$ cat src/rtl/aoi_sweep_pkg.sv
// ----------------------------------------------------------------------------
// aoi_sweep_pkg
// Shared definitions for the AOI sweep driver and its golden checker.
//   state_t      : sweeper FSM states (IDLE, DRIVE, DONE)
//   AOI_GOLDEN   : expected truth table of ~((A&B)|(C&D)), bit i = pattern i
//   NUM_PATTERNS : number of input patterns swept (all 4-bit combinations)
//   aoi_golden   : golden gate value for one pattern {A,B,C,D}
// ----------------------------------------------------------------------------
package aoi_sweep_pkg;

  typedef enum logic [1:0] {
    ST_IDLE  = 2'd0,
    ST_DRIVE = 2'd1,
    ST_DONE  = 2'd2
  } state_t;

  localparam logic [15:0] AOI_GOLDEN   = 16'h0777;
  localparam int          NUM_PATTERNS = 16;

  // Pattern bit 3 is A, bit 0 is D.
  function automatic logic aoi_golden(input logic [3:0] i_pat);
    return AOI_GOLDEN[i_pat];
  endfunction

endpackage

$ cat src/rtl/aoi_sweep_driver_check.sv
// ----------------------------------------------------------------------------
// aoi_golden_check
// Golden AOI comparator plus registered mismatch accumulator.
//   clk            : clock, rising edge
//   rst            : synchronous active-high reset
//   i_clear        : clears the accumulator (new sweep starting)
//   i_capture      : a captured sample is presented this cycle
//   i_idx          : pattern index of the captured sample
//   i_sample       : captured gate output
//   o_mismatch_cnt : number of captures differing from golden (0..16)
// ----------------------------------------------------------------------------
module aoi_golden_check
  import aoi_sweep_pkg::*;
(
  input  logic       clk,
  input  logic       rst,
  input  logic       i_clear,
  input  logic       i_capture,
  input  logic [3:0] i_idx,
  input  logic       i_sample,
  output logic [4:0] o_mismatch_cnt
);

  logic       w_golden;
  logic       w_differs;
  logic [4:0] r_mismatch_cnt;

  assign w_golden  = aoi_golden(i_idx);
  assign w_differs = i_capture && (i_sample != w_golden);

  // At most 16 captures per sweep, so 5 bits never wrap.
  always_ff @(posedge clk) begin
    if (rst || i_clear) begin
      r_mismatch_cnt <= 5'd0;
    end else if (w_differs) begin
      r_mismatch_cnt <= r_mismatch_cnt + 5'd1;
    end
  end

  assign o_mismatch_cnt = r_mismatch_cnt;

endmodule

$ cat src/rtl/aoi_sweep_driver.sv
// ----------------------------------------------------------------------------
// aoi_sweep_driver
// Clocked stimulus-and-capture stage for the four_aoi gate. Drives all 16
// input patterns, holds each for HOLD_CYCLES clocks, samples outG on the last
// edge of each hold window into truth_table, and reports completion.
//
// Build option: define AOI_SWEEP_CHECK_EN to compile in the golden comparator
// and mismatch accumulator. Without it mismatch_cnt is 0 and pass == done.
//
// Parameters:
//   HOLD_CYCLES  : clocks each pattern is held (2..255)
// Ports:
//   clk          : clock, rising edge
//   rst          : synchronous active-high reset
//   start        : one-cycle sweep request, honoured in IDLE or DONE
//   outG         : gate output being characterised
//   inA..inD     : registered pattern bits 3..0 (0 outside DRIVE)
//   busy         : sweep in progress
//   done         : sweep complete, held until next start or reset
//   truth_table  : bit i = outG captured for pattern i
//   mismatch_cnt : captures differing from golden
//   pass         : done with no mismatches
// ----------------------------------------------------------------------------
module aoi_sweep_driver
  import aoi_sweep_pkg::*;
#(
  parameter int HOLD_CYCLES = 4
) (
  input  logic        clk,
  input  logic        rst,
  input  logic        start,
  input  logic        outG,
  output logic        inA,
  output logic        inB,
  output logic        inC,
  output logic        inD,
  output logic        busy,
  output logic        done,
  output logic [15:0] truth_table,
  output logic [4:0]  mismatch_cnt,
  output logic        pass
);

  localparam logic [7:0] LP_HOLD_LAST = 8'(HOLD_CYCLES - 1);
  localparam logic [3:0] LP_IDX_LAST  = 4'(NUM_PATTERNS - 1);

  state_t      r_state;
  logic [3:0]  r_idx;
  logic [7:0]  r_hold;
  logic [3:0]  r_pat;
  logic [15:0] r_truth_table;

  state_t      w_nxt_state;
  logic [3:0]  w_nxt_idx;
  logic [7:0]  w_nxt_hold;
  logic        w_capture;
  logic        w_clear;
  logic [3:0]  w_nxt_pat;

  // Next-state and control decode
  always_comb begin
    w_nxt_state = r_state;
    w_nxt_idx   = r_idx;
    w_nxt_hold  = r_hold;
    w_capture   = 1'b0;
    w_clear     = 1'b0;
    case (r_state)
      ST_IDLE, ST_DONE: begin
        if (start) begin
          w_nxt_state = ST_DRIVE;
          w_nxt_idx   = 4'd0;
          w_nxt_hold  = 8'd0;
          w_clear     = 1'b1;
        end
      end
      ST_DRIVE: begin
        if (r_hold != LP_HOLD_LAST) begin
          w_nxt_hold = r_hold + 8'd1;
        end else begin
          w_capture  = 1'b1;
          w_nxt_hold = 8'd0;
          if (r_idx == LP_IDX_LAST) begin
            w_nxt_state = ST_DONE;
          end else begin
            w_nxt_idx = r_idx + 4'd1;
          end
        end
      end
      default: begin
        w_nxt_state = ST_IDLE;
        w_nxt_idx   = 4'd0;
        w_nxt_hold  = 8'd0;
      end
    endcase
  end

  // Pattern is registered from the next-state view so the gate inputs change
  // cleanly on the clock edge, with no decode logic after the flops.
  assign w_nxt_pat = (w_nxt_state == ST_DRIVE) ? w_nxt_idx : 4'd0;

  // State, pattern and capture registers
  always_ff @(posedge clk) begin
    if (rst) begin
      r_state       <= ST_IDLE;
      r_idx         <= 4'd0;
      r_hold        <= 8'd0;
      r_pat         <= 4'd0;
      r_truth_table <= 16'h0000;
    end else begin
      r_state <= w_nxt_state;
      r_idx   <= w_nxt_idx;
      r_hold  <= w_nxt_hold;
      r_pat   <= w_nxt_pat;
      if (w_clear) begin
        r_truth_table <= 16'h0000;
      end else if (w_capture) begin
        r_truth_table[r_idx] <= outG;
      end
    end
  end

  assign inA         = r_pat[3];
  assign inB         = r_pat[2];
  assign inC         = r_pat[1];
  assign inD         = r_pat[0];
  assign busy        = (r_state == ST_DRIVE);
  assign done        = (r_state == ST_DONE);
  assign truth_table = r_truth_table;

`ifdef AOI_SWEEP_CHECK_EN
  logic [4:0] w_mismatch_cnt;

  aoi_golden_check u_check (
    .clk            (clk),
    .rst            (rst),
    .i_clear        (w_clear),
    .i_capture      (w_capture),
    .i_idx          (r_idx),
    .i_sample       (outG),
    .o_mismatch_cnt (w_mismatch_cnt)
  );

  assign mismatch_cnt = w_mismatch_cnt;
  assign pass         = done && (w_mismatch_cnt == 5'd0);
`else
  assign mismatch_cnt = 5'd0;
  assign pass         = done;
`endif

endmodule

$ cat config.mk
export PLATFORM = sky130hd
export DESIGN_NAME = aoi_sweep_driver
export DESIGN_NICKNAME = d
export VERILOG_FILES = /design/src/rtl/aoi_sweep_pkg.sv /design/src/rtl/aoi_sweep_driver_check.sv /design/src/rtl/aoi_sweep_driver.sv
export SDC_FILE = /design/constraint.sdc
export NUM_CORES = 1
export LEC_CHECK = 0
export ABC_CLOCK_PERIOD_IN_PS = 1800
export CELL_PAD_IN_SITES_DETAIL_PLACEMENT = 2
export CELL_PAD_IN_SITES_GLOBAL_PLACEMENT = 2
export CORE_MARGIN = 3
export CORE_UTILIZATION = 28
export CTS_BUF_LIST = sky130_fd_sc_hd__clkbuf_16
export DETAILED_ROUTE_END_ITERATION = 8
export PLACE_DENSITY = 0.81
export SLEW_MARGIN = 15
export SYNTH_ARGS = -nofsm -noshare
export SYNTH_HDL_FRONTEND = slang
export SYNTH_SLANG_ARGS = --single-unit
$ cat constraint.sdc
create_clock -name clk -period 1.8 [get_ports clk]
set_clock_uncertainty 0.2 [all_clocks]
set_input_delay 0.36 -clock clk [delete_from_list [all_inputs] [get_ports clk]]
set_output_delay 0.36 -clock clk [all_outputs]
set_load 0.01 [all_outputs]
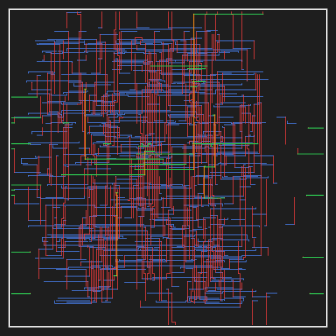
Fig. 1. Signal wires by layer (run 1).
met1 -> blue  # wire length 3070 um
met3 -> green  # wire length 239 um
met2 -> red  # wire length 3270 um
met4 -> orange  # wire length 109 um

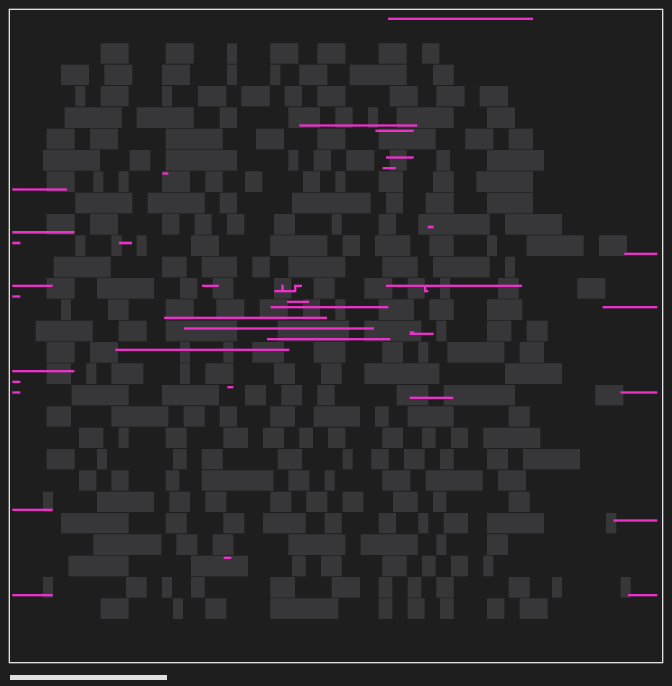
Fig. 2. The metal 3 layer (run 1).
Bar = 20 um.
longest straight run = 23.9 um
main direction = horizontal
wire length on this layer = 239 um
share of all routed wire = 3.6%
nets with wire on the layer = 28
global-route met3 utilization: 0.03770
vias post-DR: 1730
final wirelength: 6682 um

==> reports/qor.tcl, run 1 <==
set qor(status) {finished, violations left}
set qor(failed_checks) {negative setup slack}
set qor(layout.area.seq_um2) 689.4
set qor(max-vdd-ir-drop_mv) 0.5047
set qor(clock_net_power_uw) 812
set qor(final-setup-viol-count) 22
set qor(critical_path_peak_fanout) 5
set qor(finalWorstPathRequiredPeriod_ps) 1913
set qor(p_sw_frac) 0.2370
set qor(antenna_violations_before_repair) 0
set qor(startpoint_of_the_most_critical_setup_path) {r_hold[1]}
set qor(avgSynthCellArea_um2) 8.940
set qor(post_synth_mux_area_share) 0.1023
set qor(finalMaxSlewViolations) 0
set qor(layout.cell_area.non_filler_um2) 2569
set qor(fin_nets) 258
set qor(detailed_placement_wirelength_estimate_um) 3903
set qor(fin_tns_setup_ps) -1025
set qor(netlist.top_cell.by_instances) {dfxtp_1}
set qor(cts_made_buffers) 5
set qor(yosysWarnings) 0
set qor(ys_sh_xor) 0
set qor(post-synth-top-area-fraction) 0.4093
set qor(ys_area_um2) 1663
set qor(diodes) 0
set qor(clock_tree.root_cell) {clkbuf_16}
set qor(instances_no_fill) 321
set qor(detail_routed_via_count_per_cell) 5.389
set qor(path_depth) 8
set qor(seq_total_area_yosys) 0.4093
set qor(layout.non_clock_inverters) 4
set qor(yosys-stat-cells) 186
set qor(most-common-layout-cells) {buf_4, dfxtp_1, nor2_1}
set qor(design.seq.count) 34
set qor(total_number_of_warnings_across_the_stage_logs) 31
set qor(clock_power_share) 0.468
set qor(timing.final.ws_setup_ps) -113.0
set qor(grt_use_met2) 0.3243
set qor(floorplan.tapcells) 72
set qor(layout.nonclk_buf_frac) 0.2518
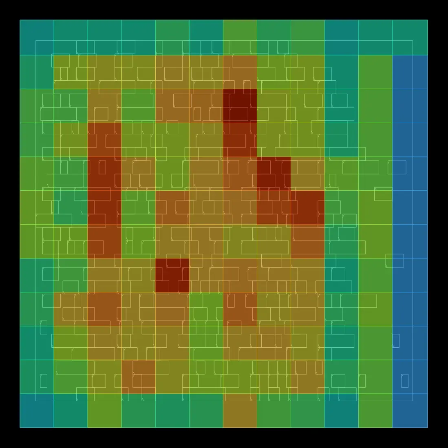
Fig. 3. Routing congestion (run 1).
final standard cell utilization of the core: 0.4553
Tot GR Track Use: 0.1938
most congested layer reported by global routing: met2
met1 usage: 0.2491

==> run 2: changes to the inputs <==
--- a/config.mk
+++ b/config.mk
@@ -13,6 +13,7 @@
 export CTS_BUF_LIST = sky130_fd_sc_hd__clkbuf_16
 export DETAILED_ROUTE_END_ITERATION = 8
 export PLACE_DENSITY = 0.81
+export RECOVER_POWER = 25
 export SLEW_MARGIN = 15
 export SYNTH_ARGS = -nofsm -noshare
 export SYNTH_HDL_FRONTEND = slang
==> constraint.sdc (replaced) <==
create_clock -name clk -period 1.8 [get_ports clk]
set_clock_uncertainty 0.2 [all_clocks]
set_input_delay 0.36 -clock clk [delete_from_list [all_inputs] [get_ports clk]]
set_output_delay 0.36 -clock clk [all_outputs]
set_load 0.1 [all_outputs]
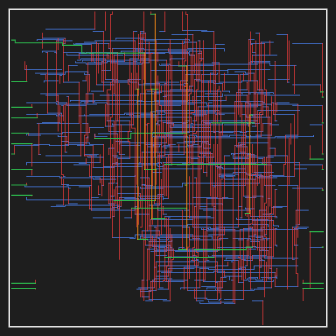
Fig. 4. Signal wires by layer (run 2).
met3 -> green  # wire length 247 um
met1 -> blue  # wire length 2860 um
met4 -> orange  # wire length 227 um
met2 -> red  # wire length 3470 um
Tot GR Track Use: 0.1877
final wirelength: 6812 um
post-detailed-route wirelength per cell: 21.97 um
vias post-DR: 1704

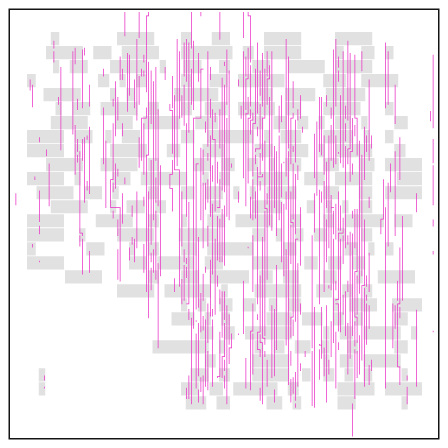
Fig. 5. Met2 routing (run 2).
main direction = vertical
nets with wire on the layer = 233
longest straight run = 45.2 um
wire length on this layer = 3470 um
share of all routed wire = 51%
met2 track utilization from global routing: 0.3105

==> reports/qor.tcl, run 2 <==
set qor(failed_checks) {negative setup slack}
set qor(global_route.usage.met1) 0.2312 ;# -0.01786
set qor(clock_tree.root_cell) {clkbuf_16}
set qor(antenna_violations_before_repair) 0 ;# unchanged
set qor(status) {finished, violations left}
set qor(grt_util_met3) 0.03869 ;# +0.0009921
set qor(detailed_placement_wirelength_estimate_um) 3785 ;# -3.0%
set qor(instances_no_fill) 310 ;# -3.4%
set qor(post_synth_mux_area_share) 0.1023 ;# unchanged
set qor(ys_area_um2) 1663 ;# unchanged
set qor(final_core_util) 0.4688 ;# +0.01353
set qor(seq_total_area_yosys) 0.4093 ;# unchanged
set qor(cts_made_buffers) 5 ;# unchanged
set qor(diodes) 0 ;# unchanged
set qor(finalWorstPathRequiredPeriod_ps) 1931 ;# +18.45 ps
set qor(critical_path_peak_fanout) 4 ;# -1
set qor(layout.nonclk_buf_frac) 0.2588 ;# +0.006924
set qor(total_number_of_warnings_across_the_stage_logs) 32 ;# +3.2%
set qor(layout.cell_area.non_filler_um2) 2645 ;# +3.0%
set qor(most-common-layout-cells) {dfxtp_1, buf_4, nor2_1}
set qor(ys_sh_xor) 0 ;# unchanged
set qor(final-setup-viol-count) 23 ;# +4.5%
set qor(path_depth) 5 ;# -3
set qor(layout.area.seq_um2) 689.4 ;# unchanged
set qor(grt_most_used_layer) {met2}
set qor(startpoint_of_the_most_critical_setup_path) {r_hold[0]}
set qor(finalMaxSlewViolations) 0 ;# unchanged
set qor(netlist.top_cell.by_instances) {dfxtp_1}
set qor(clock_power_share) 0.496 ;# +0.028
set qor(yosysWarnings) 0 ;# unchanged
set qor(avgSynthCellArea_um2) 8.940 ;# unchanged
set qor(clock_net_power_uw) 968 ;# +19%
set qor(timing.final.ws_setup_ps) -131.4 ;# -18.45 ps
